**config.mk**
```make
export PLATFORM = sky130hd
export DESIGN_NAME = key_move_scheduler
export DESIGN_NICKNAME = d
export VERILOG_FILES = /design/src/rtl/key_move_scheduler.sv
export SDC_FILE = /design/constraint.sdc
export NUM_CORES = 1
export LEC_CHECK = 0
export CAP_MARGIN = 20
export CORE_ASPECT_RATIO = 0.6
export CORE_UTILIZATION = 50
export DETAILED_ROUTE_END_ITERATION = 12
export GPL_ROUTABILITY_DRIVEN = 0
export PLACE_DENSITY = 0.7
export SLEW_MARGIN = 40
export SYNTH_ARGS = -nofsm -noshare
export SYNTH_HDL_FRONTEND = slang
export SYNTH_SLANG_ARGS = --single-unit
```
**constraint.sdc**
```tcl
create_clock -name clk -period 3.4 [get_ports clk]
set_input_delay 0.68 -clock clk [delete_from_list [all_inputs] [get_ports clk]]
set_output_delay 0.68 -clock clk [all_outputs]
set_load 0.02 [all_outputs]
```
**src/rtl/key_move_scheduler.sv**
```systemverilog
// Move-command scheduler between the key debouncer and the 2048 engine:
// tick-sampled press detection, fixed-priority arbitration, valid/ready issue, auto-repeat.
module key_move_scheduler #(
    parameter int TICK_W       = 8,
    parameter int REPEAT_TICKS = 64
) (
    input  logic       clk,
    input  logic       rst,
    input  logic [4:0] keyin,
    output logic       cmd_valid,
    output logic [2:0] cmd,
    input  logic       cmd_ready,
    input  logic       move_done,
    output logic       busy,
    output logic       dropped
);
    localparam int            RW       = (REPEAT_TICKS > 0) ? $clog2(REPEAT_TICKS + 1) : 1;
    localparam logic [RW-1:0] REP_MAX  = RW'(REPEAT_TICKS);
    localparam logic [RW-1:0] REP_FIRE = RW'((REPEAT_TICKS > 0) ? REPEAT_TICKS - 1 : 0);
    localparam bit            REP_EN   = (REPEAT_TICKS != 0);

    typedef enum logic [1:0] {IDLE, ISSUE, WAIT_DONE} state_t;

    state_t            state_q;
    logic [TICK_W-1:0] tick_cnt_q;
    logic [4:0]        key_q;
    logic              pending_q;
    logic [RW-1:0]     rep_cnt_q;
    logic [1:0]        last_dir_q;
    logic              rep_arm_q;
    logic              cmd_valid_q;
    logic [2:0]        cmd_q;
    logic              busy_q;

    logic       tick;
    logic [4:0] press;
    logic [2:0] win_cmd;
    logic [3:0] win_dir;
    logic       rep_hold;
    logic       rep_fire;
    logic       rep_inc;
    logic       issue_d;
    logic [2:0] cmd_d;
    logic [3:0] drop_mask;

    assign tick     = &tick_cnt_q;
    assign press    = tick ? (keyin & ~key_q) : 5'b00000;
    assign rep_hold = keyin[last_dir_q];
    // The counter fires on the tick that would bring it to REPEAT_TICKS.
    assign rep_fire = REP_EN && rep_arm_q && tick && rep_hold && (rep_cnt_q == REP_FIRE);

    always_comb begin
        win_cmd = 3'd0;
        win_dir = 4'b0000;
        if (press[4]) begin
            win_cmd = 3'd4;
        end else if (press[0]) begin
            win_cmd = 3'd0;
            win_dir = 4'b0001;
        end else if (press[1]) begin
            win_cmd = 3'd1;
            win_dir = 4'b0010;
        end else if (press[2]) begin
            win_cmd = 3'd2;
            win_dir = 4'b0100;
        end else if (press[3]) begin
            win_cmd = 3'd3;
            win_dir = 4'b1000;
        end
    end

    always_comb begin
        issue_d   = 1'b0;
        cmd_d     = 3'd0;
        drop_mask = press[3:0];
        if (state_q == IDLE) begin
            if (pending_q) begin
                issue_d = 1'b1;
                cmd_d   = 3'd4;
            end else if (|press) begin
                issue_d   = 1'b1;
                cmd_d     = win_cmd;
                drop_mask = press[3:0] & ~win_dir;
            end else if (rep_fire) begin
                issue_d = 1'b1;
                cmd_d   = {1'b0, last_dir_q};
            end
        end
    end

    assign rep_inc = REP_EN && (state_q == IDLE) && !issue_d && tick && rep_hold
                     && rep_arm_q && (rep_cnt_q != REP_MAX);

    always_ff @(posedge clk or negedge rst) begin
        if (!rst) begin
            state_q     <= IDLE;
            tick_cnt_q  <= '0;
            key_q       <= 5'b11111;
            pending_q   <= 1'b0;
            rep_cnt_q   <= '0;
            last_dir_q  <= 2'd0;
            rep_arm_q   <= 1'b0;
            cmd_valid_q <= 1'b0;
            cmd_q       <= 3'd0;
            busy_q      <= 1'b0;
        end else begin
            tick_cnt_q <= tick_cnt_q + TICK_W'(1);
            if (tick) key_q <= keyin;

            if (tick && !rep_hold) rep_cnt_q <= '0;
            else if (rep_inc)      rep_cnt_q <= rep_cnt_q + RW'(1);

            case (state_q)
                IDLE: begin
                    if (issue_d) begin
                        state_q     <= ISSUE;
                        cmd_valid_q <= 1'b1;
                        busy_q      <= 1'b1;
                        cmd_q       <= cmd_d;
                        pending_q   <= 1'b0;
                        rep_cnt_q   <= '0;
                        // Restart disarms repeat so it can never be re-issued.
                        rep_arm_q   <= !cmd_d[2];
                        if (!cmd_d[2]) last_dir_q <= cmd_d[1:0];
                    end
                end
                ISSUE: begin
                    if (press[4]) pending_q <= 1'b1;
                    if (cmd_ready) begin
                        state_q     <= WAIT_DONE;
                        cmd_valid_q <= 1'b0;
                    end
                end
                WAIT_DONE: begin
                    if (press[4]) pending_q <= 1'b1;
                    if (move_done) begin
                        state_q <= IDLE;
                        busy_q  <= 1'b0;
                    end
                end
                default: begin
                    state_q     <= IDLE;
                    cmd_valid_q <= 1'b0;
                    busy_q      <= 1'b0;
                end
            endcase
        end
    end

    assign cmd_valid = cmd_valid_q;
    assign cmd       = cmd_q;
    assign busy      = busy_q;
    assign dropped   = |drop_mask;

endmodule

```
Run 1, placement view:
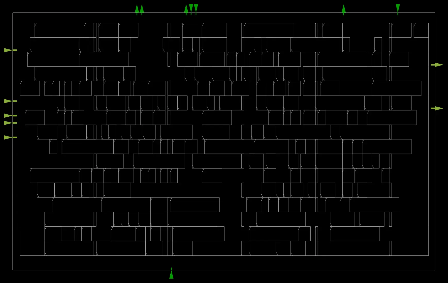
Filler cells: 301
site row count: 16
placeable core region: 3320 sq um

Run 1, I/O pins on the die edge:
(8 px per micron) Pins as bars across the die edge, other pins in gray.
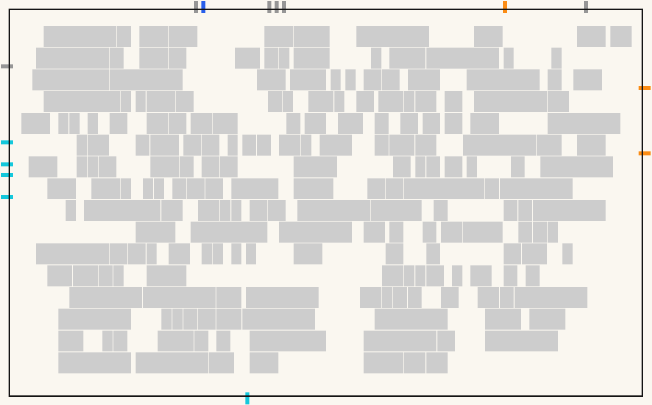
- cyan: `keyin` (pins 5; direction input; edge 4 left, 1 bottom)
- blue: `busy` (pins 1; direction output; edge top)
- orange: `cmd` (pins 3; direction output; edge 2 right, 1 top)
- all pins by edge: 7 top, 5 left, 2 right, 1 bottom
die span in y: 48.2 microns
# port buffers: 14
Die X-Extent: 79.0 microns

Run 1, cell sizes after repair:
(8 px per micron)
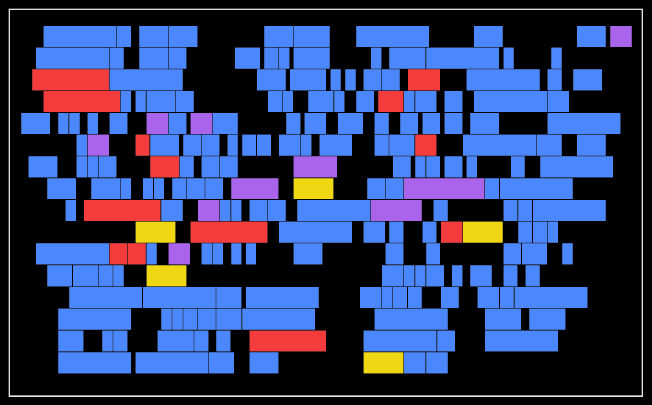
- blue: x1 and smaller (cells 182; share 87%)
- yellow: x6 and larger (cells 5; share 2.4%)
- purple: x3 and x4 (cells 10; share 4.8%)
- red: x2 (cells 13; share 6.2%)
total of plain and repair buffers excluding clock buffers: 20
Final Cell Area: 2080 sq um
synth-to-layout area growth: 17.3%
Setup WS post-layout: 0.291 ns

==> summary.txt, run 1 <==
Observations from the implementation run.

Die:
- The run puts the tapcell count at 45.
- The run puts the number of primary I/O pins at 15.

CTS:
- Looking at the clock tree report, the root buffer type is clkbuf_8.
- The run gives the buffers inserted during post-CTS setup optimization as 0.
- The run gives the hold buffer count at cts as 0.
- According to the CTS report, the clock sink count is 31.
- Clock latency on the worst-skew pair, taken at its later pin, is 0.28 ns.
- The run puts the clock transition at the register clock pins on the worst setup and hold paths after CTS at 0.06 ns.
- TritonCTS built the clock tree.

Synth:
- dfrtp_1 takes more of the synthesized area than any other cell.
- Yosys printed 0 warnings.
- The number of nets in the synthesized netlist is 201.
- The run gives the area of the mapped netlist as 1780 sq um.
- The run puts the xor/xnor cell area share of the yosys netlist at 2.96%.
- The run puts the arithmetic-cell share of the synthesized area counting full adders, half adders and majority gates at slightly below 5%.
- The run puts the post-synthesis compound-gate area fraction at 14.5%.
- The synthesized design devotes to its leading area cell type between 30% and 40% of total area.
- The run gives the prevailing logic family in the synthesized netlist as simple AND/OR/NAND/NOR gates.
- The run puts the number of enable-type register cells in the synthesized netlist at 0.

Timing:
- For reference, the final report shows the hold violation count at 0.
- The run gives the headroom to the max-slew limit as 59.2%.
- The run gives the final setup violation count as 0.
- Setup repair after global routing left no endpoint under its margin.

Final layout:
- The run gives the largest cell class by area as logic gates.
- The run puts the fraction of standard cell area that is sequential at 37.5%.
- Across the whole layout, multi-input logic makes up 45.3% of the cell area.
- The run puts the final-layout non-clock buffer area share at 8.82%.
- There are 31 flip-flops and latches.

Run:
- The run puts the total of max-cap violations at 0.

Critical path:
- The run puts the number of buffers and inverters on the critical path at 2.
- The run gives the highest net fanout along the worst path as 4.
- The run gives the kind of start point of the critical path as an input pin.
- The run puts the maximum single-stage delay on the critical path at 0.47 ns.
- The run gives the data required time of the critical path as 2.72 ns.
- The worst setup path is captured at an output port.

Drt:
- The run gives the count of nets left with antenna violations after detail routing as 0.
- Using the TritonRoute via totals, the vias-per-cell ratio works out to 5.62.
- The first detailed-routing pass took 4 iterations.

Run status:
- The flow ran to the end, and the final reports show no timing, DRC or antenna violations.

Power:
- The run gives the largest vdd supply drop as 0.210 mV.
-- run 1: metrics by stage --
step	power (W)	area, sq um	hold slack [ns]	setup WS (ns)
global route	0.000690	2080	0.479	0.0972
CTS	0.000675	2080	0.460	0.293
floorplan	0.000380	1780	0.384	0.801
detailed placement	0.000403	2000	0.450	0.00218
finish	0.000667	2080	0.459	0.291
global placement	0.000402	2000	0.451	0.0328
-- run 1: power breakdown --
group | switching (W) | leakage, nW | total (W) | internal, W
logic | 0.0000130 | 0.489 | 0.0000265 | 0.0000134
clock network | 0.000128 | 0.0422 | 0.000271 | 0.000143
registers | 0 | 0.391 | 0.000369 | 0.000369
-- run 1: per-layer routing --
layer  track usage (%)  vias up  wire [microns]
met1              32.3      690            1990
li1                  -      712               -
met3              6.17        5             185
met2              33.2       27            1580
met5                 0        -               0
met4              5.45        0              25
-- run 1: worst paths after layout --
kind / startpoint / slack [ns] / cells past startpoint / endpoint
max in group asynchronous: rst / 2.28 / 2 / key_q[2]
worst min register to register: key_q[4] / 0.46 / 2 / key_q[4]
worst max register to register: tick_cnt_q[0] / 0.93 / 6 / last_dir_q[1]
worst max-delay path: keyin[0] / 0.29 / 7 / dropped
min in group asynchronous: rst / 0.79 / 2 / rep_arm_q
worst min-delay path: key_q[4] / 0.46 / 2 / key_q[4]
-- run 1: kinds of logic after synthesis --
kind of cell / after synthesis
compound gates: 37
simple gates: 84
xor+xnor: 6
fa+ha+maj: 7
mux: 7
buf+inv: 13
flops: 31
-- run 1: Yosys cell counts, types with 2 or more instances --
cell	n
a21o_1	2
a21oi_1	13
a221oi_1	2
a22o_1	2
and3_1	3
dfrtp_1	26
dfstp_2	5
ha_1	7
inv_1	10
mux2i_1	4
nand2_1	21
nand2b_1	6
nand3_1	13
nand4_1	6
nor2_1	9
nor2b_1	7
nor4_1	2
o21ai_0	4
o21ai_1	2
o31ai_1	4
or3_1	2
or4_1	3
xnor2_1	4
xor2_1	2
-- run 1: layout by cell type, fill, tap and decap left out, types with 2 or more instances in the layout --
cell | synthesis | layout
nand2b_1 | 6 | 6
o21ai_0 | 4 | 4
dfrtp_1 | 26 | 26
a22o_1 | 2 | 2
inv_1 | 10 | 10
buf_4 | 0 | 6
or3_1 | 2 | 2
a221oi_1 | 2 | 2
xor2_1 | 2 | 2
o21ai_1 | 2 | 2
clkbuf_1 | 1 | 2
nand3_1 | 13 | 13
xnor2_1 | 4 | 4
nor2b_1 | 7 | 7
or4_1 | 3 | 3
clkdlybuf4s50_1 | 0 | 13
a21o_1 | 2 | 2
a21oi_1 | 13 | 13
o31ai_1 | 4 | 4
mux2i_1 | 4 | 4
nor2_1 | 9 | 9
nor4_1 | 2 | 2
clkbuf_8 | 0 | 5
dfstp_2 | 5 | 5
ha_1 | 7 | 7
nand2_1 | 21 | 21
nand4_1 | 6 | 6
and3_1 | 3 | 3
-- run 1: sequential cells by signal, summed over array words and instances (netlist names) --
name / cells
pending_q: 1
rep_cnt_q: 7
last_dir_q: 2
key_q: 5
rep_arm_q: 1
tick_cnt_q: 8
busy: 1
cmd: 3
cmd_valid: 1
state_q: 2
## Run 2: what changed since run 1
- CORE_UTILIZATION: 50 -> 31
- GPL_ROUTABILITY_DRIVEN: 0 -> not set
- PLACE_DENSITY: 0.7 -> not set
- REMOVE_ABC_BUFFERS: not set -> 1
Run 2, I/O pins on the die edge:
(6 px per micron) Pins as bars across the die edge, other pins in gray.
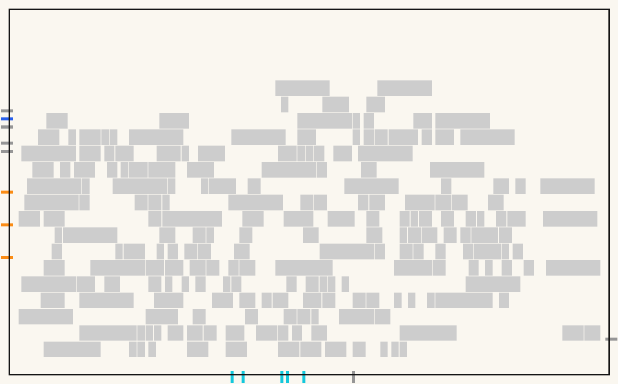
die span in y: 60.6 microns
Die X-Extent: 99.7 microns

==> run 2 against run 1 <==
Against the previous run: synthesized cell count is the same; critical endpoint unchanged; critical path type unchanged; sequential share of layout area decreased by 0.94 points; synthesized area is the same; fmax is 2.0% higher; critical path depth unchanged; largest power group unchanged; clock skew about the same; non-clock buffer count rose by 1; first-iteration DRC count is 21% lower.
==> summary.txt, run 2 <==
Observations from the implementation run.

Run status:
- Result of the run: completed (unchanged).

Timing:
- The final worst-path setup slack was 0.353 ns (was 0.291 ns).
- The run puts the final setup violation count at 0 (unchanged).
- The run puts the clock period minus worst slack at 3.05 ns (was 3.11 ns).
- Setup repair after global routing missed its margin: false (unchanged).
- The run puts the worst clock skew at 0.00511 ns (was 0.00525 ns).
- The run puts the slew of the pin with the lowest slew margin at 0.548 ns (was 0.611 ns).
- The run gives the total negative slack for setup checks as 0 ns (unchanged).
- The run puts the final number of hold-violating endpoints at 0 (unchanged).
- The run puts the final clock period utilization by the worst path at 89.6% (was 91.4%).
- The run gives the highest attainable clock frequency as 328 MHz (was 322 MHz).
- The number of max-slew violations in the final report is 0 (unchanged).
- The run gives the headroom to the max-slew limit as 63.2% (was 59.2%).

Synth:
- The xor/xnor cell area share of the yosys netlist came to 2.96% (unchanged).
- The run puts the post-synthesis compound-gate area fraction at 14.5% (unchanged).
- The run puts the sequential area share after synthesis at 44.0% (unchanged).
- The run gives the count of synthesis-stage warnings from yosys as 0 (unchanged).
- Most numerous cell types in the synthesized netlist: 26 x dfrtp_1, 21 x nand2_1, 13 x a21oi_1, 13 x nand3_1, 10 x inv_1 (unchanged).
- The number of enable-type register cells in the synthesized netlist is 0 (unchanged).
- The run puts the synthesized flop and latch total at 31 (unchanged).
- The prevailing logic family in the synthesized netlist was simple AND/OR/NAND/NOR gates (unchanged).
- The run puts the mux share of post-synthesis cell area at 4.37% (unchanged).
- The run gives the share of the synthesized area in the top cell type as 36.6% (unchanged).
- The proportion of register bits with asynchronous set or reset after synthesis is 100% (unchanged).
- The run puts the arithmetic-cell share of the synthesized area counting full adders, half adders and majority gates at 4.93% (unchanged).
- The run gives the fraction of the mapped netlist area in simple logic gates as 26.3% (unchanged).
- The run gives the area of the mapped netlist as 1780 sq um (unchanged).
- The most popular library cell in the synthesized design by count is dfrtp_1 (unchanged).
- The yosys stat chip area is 1780 sq um (unchanged).
- The mean instance size in the synthesized netlist is 9.60 sq um (unchanged).
- The library cell with the largest summed area after synthesis is dfrtp_1 (unchanged).
- Top cells by area: dfrtp_1 37%, dfstp_2 7.4%, ha_1 4.9% (unchanged).
- The run gives the tally of unique sky130hd cells used after synthesis as 50 (unchanged).
- The count of mapped cells out of synthesis came to 185 (unchanged).
- The run puts the number of cells in Yosys stat at 185 (unchanged).
- The dominant register cell in the synthesized netlist is dfrtp_1 (unchanged).

GRT:
- The run gives the total congestion overflow as 0 (unchanged).
- The run puts the number of antenna violations at the first check in global routing at 0 (unchanged).
- The pin count of the biggest net entering global routing came to 32 (unchanged).
- The run gives the wire length of the first global-routing pass as 6.38 mm (was 6.04 mm).

CTS:
- The TritonCTS clock tree was yes (unchanged).
- The TritonCTS buffer count is 5 (unchanged).
- The maximum level of the CTS H-tree came to 2 (unchanged).
- The run gives the hold buffer count at cts as 0 (unchanged).
- The run puts the clock insertion delay at the later pin of the skew report at 0.29 ns (was 0.28 ns).
- The run puts the maximum buffer depth of the clock tree at 2 (unchanged).
- The run gives the clock transition at the register clock pins on the worst setup and hold paths after CTS as 0.07 ns (was 0.06 ns).
- The cell at the root of the clock tree was clkbuf_8 (unchanged).
- The clock sink total is 31 (unchanged).

Power:
- The power density over the cells was 319 nW/um^2 (was 320 nW/um^2).
- The run gives the largest vdd supply drop as 0.187 mV (was 0.210 mV).
- The total power consumption of the routed design came to 0.000683 W (was 0.000667 W).
- The run puts the standby leakage power at 0.942 nW (was 0.922 nW).

Critical path:
- The run gives the kind of start point of the critical path as an input pin (unchanged).
- The run gives the critical path endpoint category as an output port (unchanged).
- The run puts the data required time of the critical path at 2.72 ns (about the same).
- The highest net fanout along the worst path is 3 (was 4).
- The run puts the signal arrival time at the worst endpoint at 2.37 ns (was 2.43 ns).
- The class of the most critical setup path is in -> out (unchanged).

Die:
- The floorplan core area came to 5280 sq um (was 3320 sq um).
- The run puts the overall chip area at 6050 sq um (was 3800 sq um).
- The run gives the number of primary I/O pins as 15 (unchanged).
- The run puts the standard-cell row count at 20 (was 16).
- The core utilization before placement was 33.6% (was 53.5%).

Run:
- The run puts the total of max-cap violations at 0 (unchanged).
- The run gives the number of logged tool warnings as 29 (was 30).

Final layout:
- Largest registers: tick_cnt_q x8, rep_cnt_q x7, key_q x5 (unchanged).
- The run gives the final net count as 226 (was 225).
- The run gives the most common library cell in the layout ignoring fill and taps as dfrtp_1 (unchanged).
- The run gives the register with the highest flop count as tick_cnt_q (unchanged).
- The run gives the share of layout cells above drive strength 1 as 14.2% (was 13.3%).
- Most instantiated logic cells after routing: 26 x dfrtp_1, 21 x nand2_1, 13 x nand3_1, 13 x a21oi_1, 13 x clkdlybuf4s50_1 (unchanged).
- The run gives the area growth from synthesis to layout as 20.4% (was 17.3%).
- The flip-flop count of the largest register, all copies and words added is 8 (unchanged).
- The run puts the antenna diode count at 0 (unchanged).
- The post-route standard cell area excluding fillers was 2140 sq um (was 2080 sq um).

Drt:
- The run puts the DRC violation count after routing at 0 (unchanged).
- The run puts the via count of the routed design at 1404 (was 1434).
- The run puts the first-pass iteration count of the detailed router at 4 (unchanged).
- The run puts the count of nets left with antenna violations after detail routing at 0 (unchanged).
- The run puts the average vias per placed instance at 4.88 (was 5.62).
- The run puts the first-iteration detailed-routing DRC count at 85 (was 108).

Placement:
- The number of port buffers was 14 (unchanged).
- The run gives the post-DP HPWL as 2.80 mm (was 2.87 mm).
- The setup slack after placement came to 0.0131 ns (was 0.00218 ns).
- The run gives the routability congestion estimate as 0.874.
- The run gives the placed standard-cell area as 2050 sq um (was 2000 sq um).

Hold path:
- The run gives the type of the worst min-delay path as reg -> reg (unchanged).
==> run 2: netlist changes by cell type in the layout (fill, tap and decap cells not counted) <==
cell            before  now
nor2b_1              7    6
nor2b_2              0    1
dlymetal6s2s_1       0    1
buf_4                6    7
dlygate4sd2_1        1    0
==> run 2: report_power, final <==
group          internal, W  total [W]  switching (W)  leakage [nW]
sequential        0.000369   0.000369              0         0.391
combinational    0.0000135  0.0000263      0.0000128         0.509
clock             0.000144   0.000287       0.000144        0.0422
total             0.000526   0.000683       0.000156         0.942
==> run 2: what timing repair did <==
item / in CTS / in global routing
resized: 0 / 2
setup endpoints to repair: 0 / 1
buffers inserted: 0 / 0
==> run 2: final timing paths <==
kind | startpoint | slack (ns) | cells past startpoint | end
worst max-delay path | keyin[4] | 0.35 | 7 | dropped
worst min-delay path | key_q[4] | 0.46 | 2 | key_q[4]
worst max register to register | rep_cnt_q[0] | 1.19 | 6 | last_dir_q[1]
worst min register to register | key_q[4] | 0.46 | 2 | key_q[4]
max in group asynchronous | rst | 2.29 | 2 | key_q[2]
min in group asynchronous | rst | 0.78 | 2 | rep_cnt_q[0]
==> run 2: stage by stage <==
| stage | hold slack [ns] | util, % | cells |
|---|---|---|---|
| 3_5_place_dp | 0.458 | 38.9 | 280 |
| 5_1_grt | 0.470 | 40.5 | 288 |
| 6_report | 0.461 | 40.5 | 288 |
| 2_1_floorplan | 0.384 | - | 182 |
| 4_1_cts | 0.465 | 40.4 | 288 |
| 3_3_place_gp | 0.453 | 38.9 | 280 |
==> run 2: final cells by class <==
class                   instances  area [sq um]
fillers                       542          3140
multi-input cells             141           946
flip-flops and latches         31           782
repair buffers                 21           195
well taps                      77          96.3
clock buffers                   7          76.3
inverters                      10          37.5
clock inverters                 1          5.00
==> run 2: cells by family (layout without fill, tap and decap cells) <==
| family | count (synthesis) | after routing |
|---|---|---|
| AND/OR/NAND/NOR | 84 | 84 |
| AND-OR/OR-AND | 37 | 37 |
| buffers and inverters | 13 | 39 |
| flip-flops | 31 | 31 |
| multiplexers | 7 | 7 |
| XOR/XNOR | 6 | 6 |
| adder cells (fa/ha/maj) | 7 | 7 |
==> run 2: metal layers <==
layer / up-vias / share of wire, % / global-route usage (%)
met3: 5 / 4.8 / 4.15
met5: - / 0 / 0
met4: 0 / 1.2 / 6.30
met1: 654 / 60 / 22.2
li1: 716 / - / -
met2: 29 / 34 / 17.4
==> run 2: critical path, cell delays in order <==
cell and delay (ns):
clkdlybuf4s50_1 0.47, nor2b_1 0.27, o21ai_0 0.14, a21oi_1 0.15
o22ai_1 0.09, a221oi_1 0.28, dlymetal6s2s_1 0.29
## Run 3: what changed since run 2
- CORE_UTILIZATION: 31 -> 55
- PLACE_DENSITY: not set -> 0.76
Run 3, cell sizes after repair:
(8 px per micron)
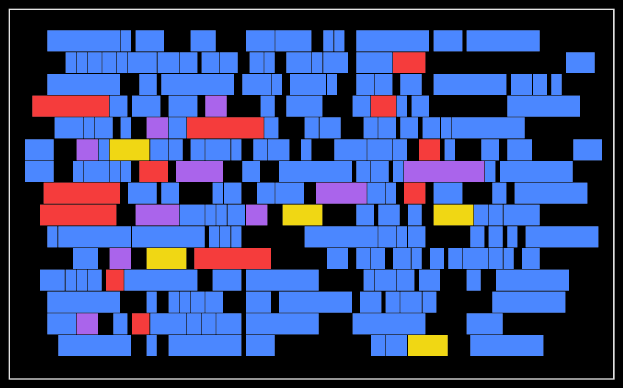
- yellow: x6 and larger (cells 5; share 2.4%)
- purple: x3 and x4 (cells 10; share 4.8%)
- blue: x1 and smaller (cells 183; share 87%)
- red: x2 (cells 12; share 5.7%)
Setup WS post-layout: 0.186 ns
synth-to-layout area growth: 17.0%

==> run 3 against run 2 <==
Against the previous run: first-iteration DRC count rose by 100%; wire length fell by 1.8%; sequential cell count did not move; highest routed layer unchanged; critical path type unchanged; synthesized cell count did not move; register-to-register slack improved by 0.03 ns; cell count fell by 13%; fmax fell by 5.2%; critical endpoint unchanged; largest power group unchanged.
==> summary.txt, run 3 <==
Observations from the implementation run.

Drt:
- The run gives the via count of the routed design as 1454 (was 1404).
- The run gives the average vias per placed instance as 5.77 (was 4.88).
- The run puts the DRC violation count after routing at 0 (unchanged).
- The first-pass iteration count of the detailed router came to 4 (unchanged).

Power:
- The run puts the switching component of the power at 0.000150 W (was 0.000156 W).
- The combinational power share was 3.6% (was 3.8%).
- The run puts the net switching fraction of the power at 22.1% (was 22.9%).
- The internal portion of total power was 0.000526 W (about the same).

GRT:
- The number of antenna violations at the first check in global routing came to 0 (unchanged).

Die:
- The run gives the core utilization before placement as 59.9% (was 33.6%).
- The run puts the x dimension of the die at 75.4 microns (was 99.7 microns).
- The overall chip area is 3470 sq um (was 6050 sq um).
- The standard-cell row count is 15 (was 20).

Synth:
- The run gives the library cell with the largest summed area after synthesis as dfrtp_1 (unchanged).
- The run gives the arithmetic-cell share of the synthesized area counting full adders, half adders and majority gates as 4.93% (unchanged).
- The run puts the share of the synthesized area in the top cell type at 36.6% (unchanged).
- Top cells by area: dfrtp_1 37%, dfstp_2 7.4%, ha_1 4.9% (unchanged).
- The run gives the count of mapped cells out of synthesis as 185 (unchanged).
- The run puts the sequential area share after synthesis at 44.0% (unchanged).
- The run gives the mux share of post-synthesis cell area as 4.37% (unchanged).
- The run gives the post-synthesis compound-gate area fraction as 14.5% (unchanged).
- The run gives the dominant register cell in the synthesized netlist as dfrtp_1 (unchanged).
- The run puts the yosys stat chip area at 1780 sq um (unchanged).
- The mean instance size in the synthesized netlist came to 9.60 sq um (unchanged).
- The run gives the number of enable-type register cells in the synthesized netlist as 0 (unchanged).
- The run puts the fraction of the mapped netlist area in simple logic gates at 26.3% (unchanged).
- The prevailing logic family in the synthesized netlist is simple AND/OR/NAND/NOR gates (unchanged).
- Most numerous cell types in the synthesized netlist: 26 x dfrtp_1, 21 x nand2_1, 13 x a21oi_1, 13 x nand3_1, 10 x inv_1 (unchanged).

Final layout:
- The run gives the antenna diode count as 0 (unchanged).
- The run gives the final net count as 225 (was 226).
- Largest registers: tick_cnt_q x8, rep_cnt_q x7, key_q x5 (unchanged).
- The run gives the final standard cell utilization of the core as 70.1% (was 40.5%).
- The most common library cell in the layout ignoring fill and taps is dfrtp_1 (unchanged).
- The register with the highest flop count was tick_cnt_q (unchanged).

Timing:
- The run puts the final setup violation count at 0 (unchanged).
- The run puts the headroom to the max-slew limit at 70.4% (was 63.2%).
- The run gives the clock period minus worst slack as 3.21 ns (was 3.05 ns).
- The run puts the highest attainable clock frequency at 311 MHz (was 328 MHz).
- The run puts the worst hold margin at 0.466 ns (was 0.461 ns).

CTS:
- The run puts the TritonCTS buffer count at 5 (unchanged).
- The run gives the maximum level of the CTS H-tree as 2 (unchanged).
- The TritonCTS clock tree is yes (unchanged).
- The clock insertion delay at the later pin of the skew report is 0.29 ns (about the same).

Placement:
- The run gives the routability congestion estimate as 0.841 (was 0.874).
- The run gives the number of port buffers as 14 (unchanged).
- The post-DP HPWL was 2.90 mm (was 2.80 mm).
- The run gives the setup slack after placement as -0.101 ns (was 0.0131 ns).

Critical path:
- The run gives the kind of start point of the critical path as an input pin (unchanged).
- The run gives the highest net fanout along the worst path as 4 (was 3).
- The run gives the startpoint of the worst register-to-register path as state_q[1] (was rep_cnt_q[0]).
- The endpoint of the lowest-slack register-to-register path is rep_cnt_q[5] (was last_dir_q[1]).

Run status:
- Result of the run: completed (unchanged).

Run:
- The run puts the total of max-cap violations at 0 (unchanged).
- The run puts the number of logged tool warnings at 29 (unchanged).
run 3: worst max-delay path, stage by stage:
cell,delay (ns)
clkdlybuf4s50_1,0.47
nor2b_1,0.28
o21ai_0,0.14
a21oi_1,0.18
o22ai_1,0.11
a221oi_1,0.29
dlygate4sd2_1,0.38
run 3: cell type report:
class / count / area [sq um]
multi-input combinational: 141 / 943
tap: 42 / 52.6
clock buffer: 8 / 80.1
fill: 254 / 886
sequential: 31 / 782
inverter: 10 / 37.5
timing repair buffer: 20 / 184
run 3: worst min-delay path by stage:
stage                  start       end  slack (ns)  cells past startpoint
floorplan                rst      busy        0.38                      0
global placement    key_q[0]  key_q[0]        0.45                      2
detailed placement  key_q[1]  key_q[1]        0.46                      2
CTS                 key_q[1]  key_q[1]        0.47                      2
global route        key_q[3]  key_q[3]        0.49                      2
finish              key_q[1]  key_q[1]        0.47                      2
run 3: cells by family (layout without fill, tap and decap cells):
group | after synthesis | after routing
and+or+nand+nor | 84 | 84
AOI/OAI and AO/OA | 37 | 37
DFF | 31 | 31
buffers and inverters | 13 | 38
adders and majority gates | 7 | 7
muxes | 7 | 7
xor gates and xnor gates | 6 | 6
run 3: layer usage:
layer | vias up | GRT usage, % | share of wire (%)
met5 | - | 0 | 0
met4 | 0 | 8.15 | 1.0
met3 | 6 | 7.30 | 5.2
met2 | 44 | 38.8 | 44
met1 | 696 | 36.0 | 50
li1 | 708 | - | -
run 3: power groups by stage:
stage                 logic, W  registers, W  clock network [W]
finish               0.0000242      0.000369           0.000283
global route         0.0000273      0.000369           0.000303
CTS                  0.0000251      0.000369           0.000284
detailed placement   0.0000251      0.000376                  0
global placement     0.0000242      0.000376                  0
floorplan           0.00000420      0.000376                  0
run 3: per-stage QoR:
step	total power [W]	setup TNS (ns)	cells
2_1_floorplan	0.000380	0	182
3_3_place_gp	0.000400	0	244
3_5_place_dp	0.000401	-0.101	244
4_1_cts	0.000678	0	252
5_1_grt	0.000699	0	252
6_report	0.000676	0	252
No activity file was given, so power comes from the tool's default toggle rates.
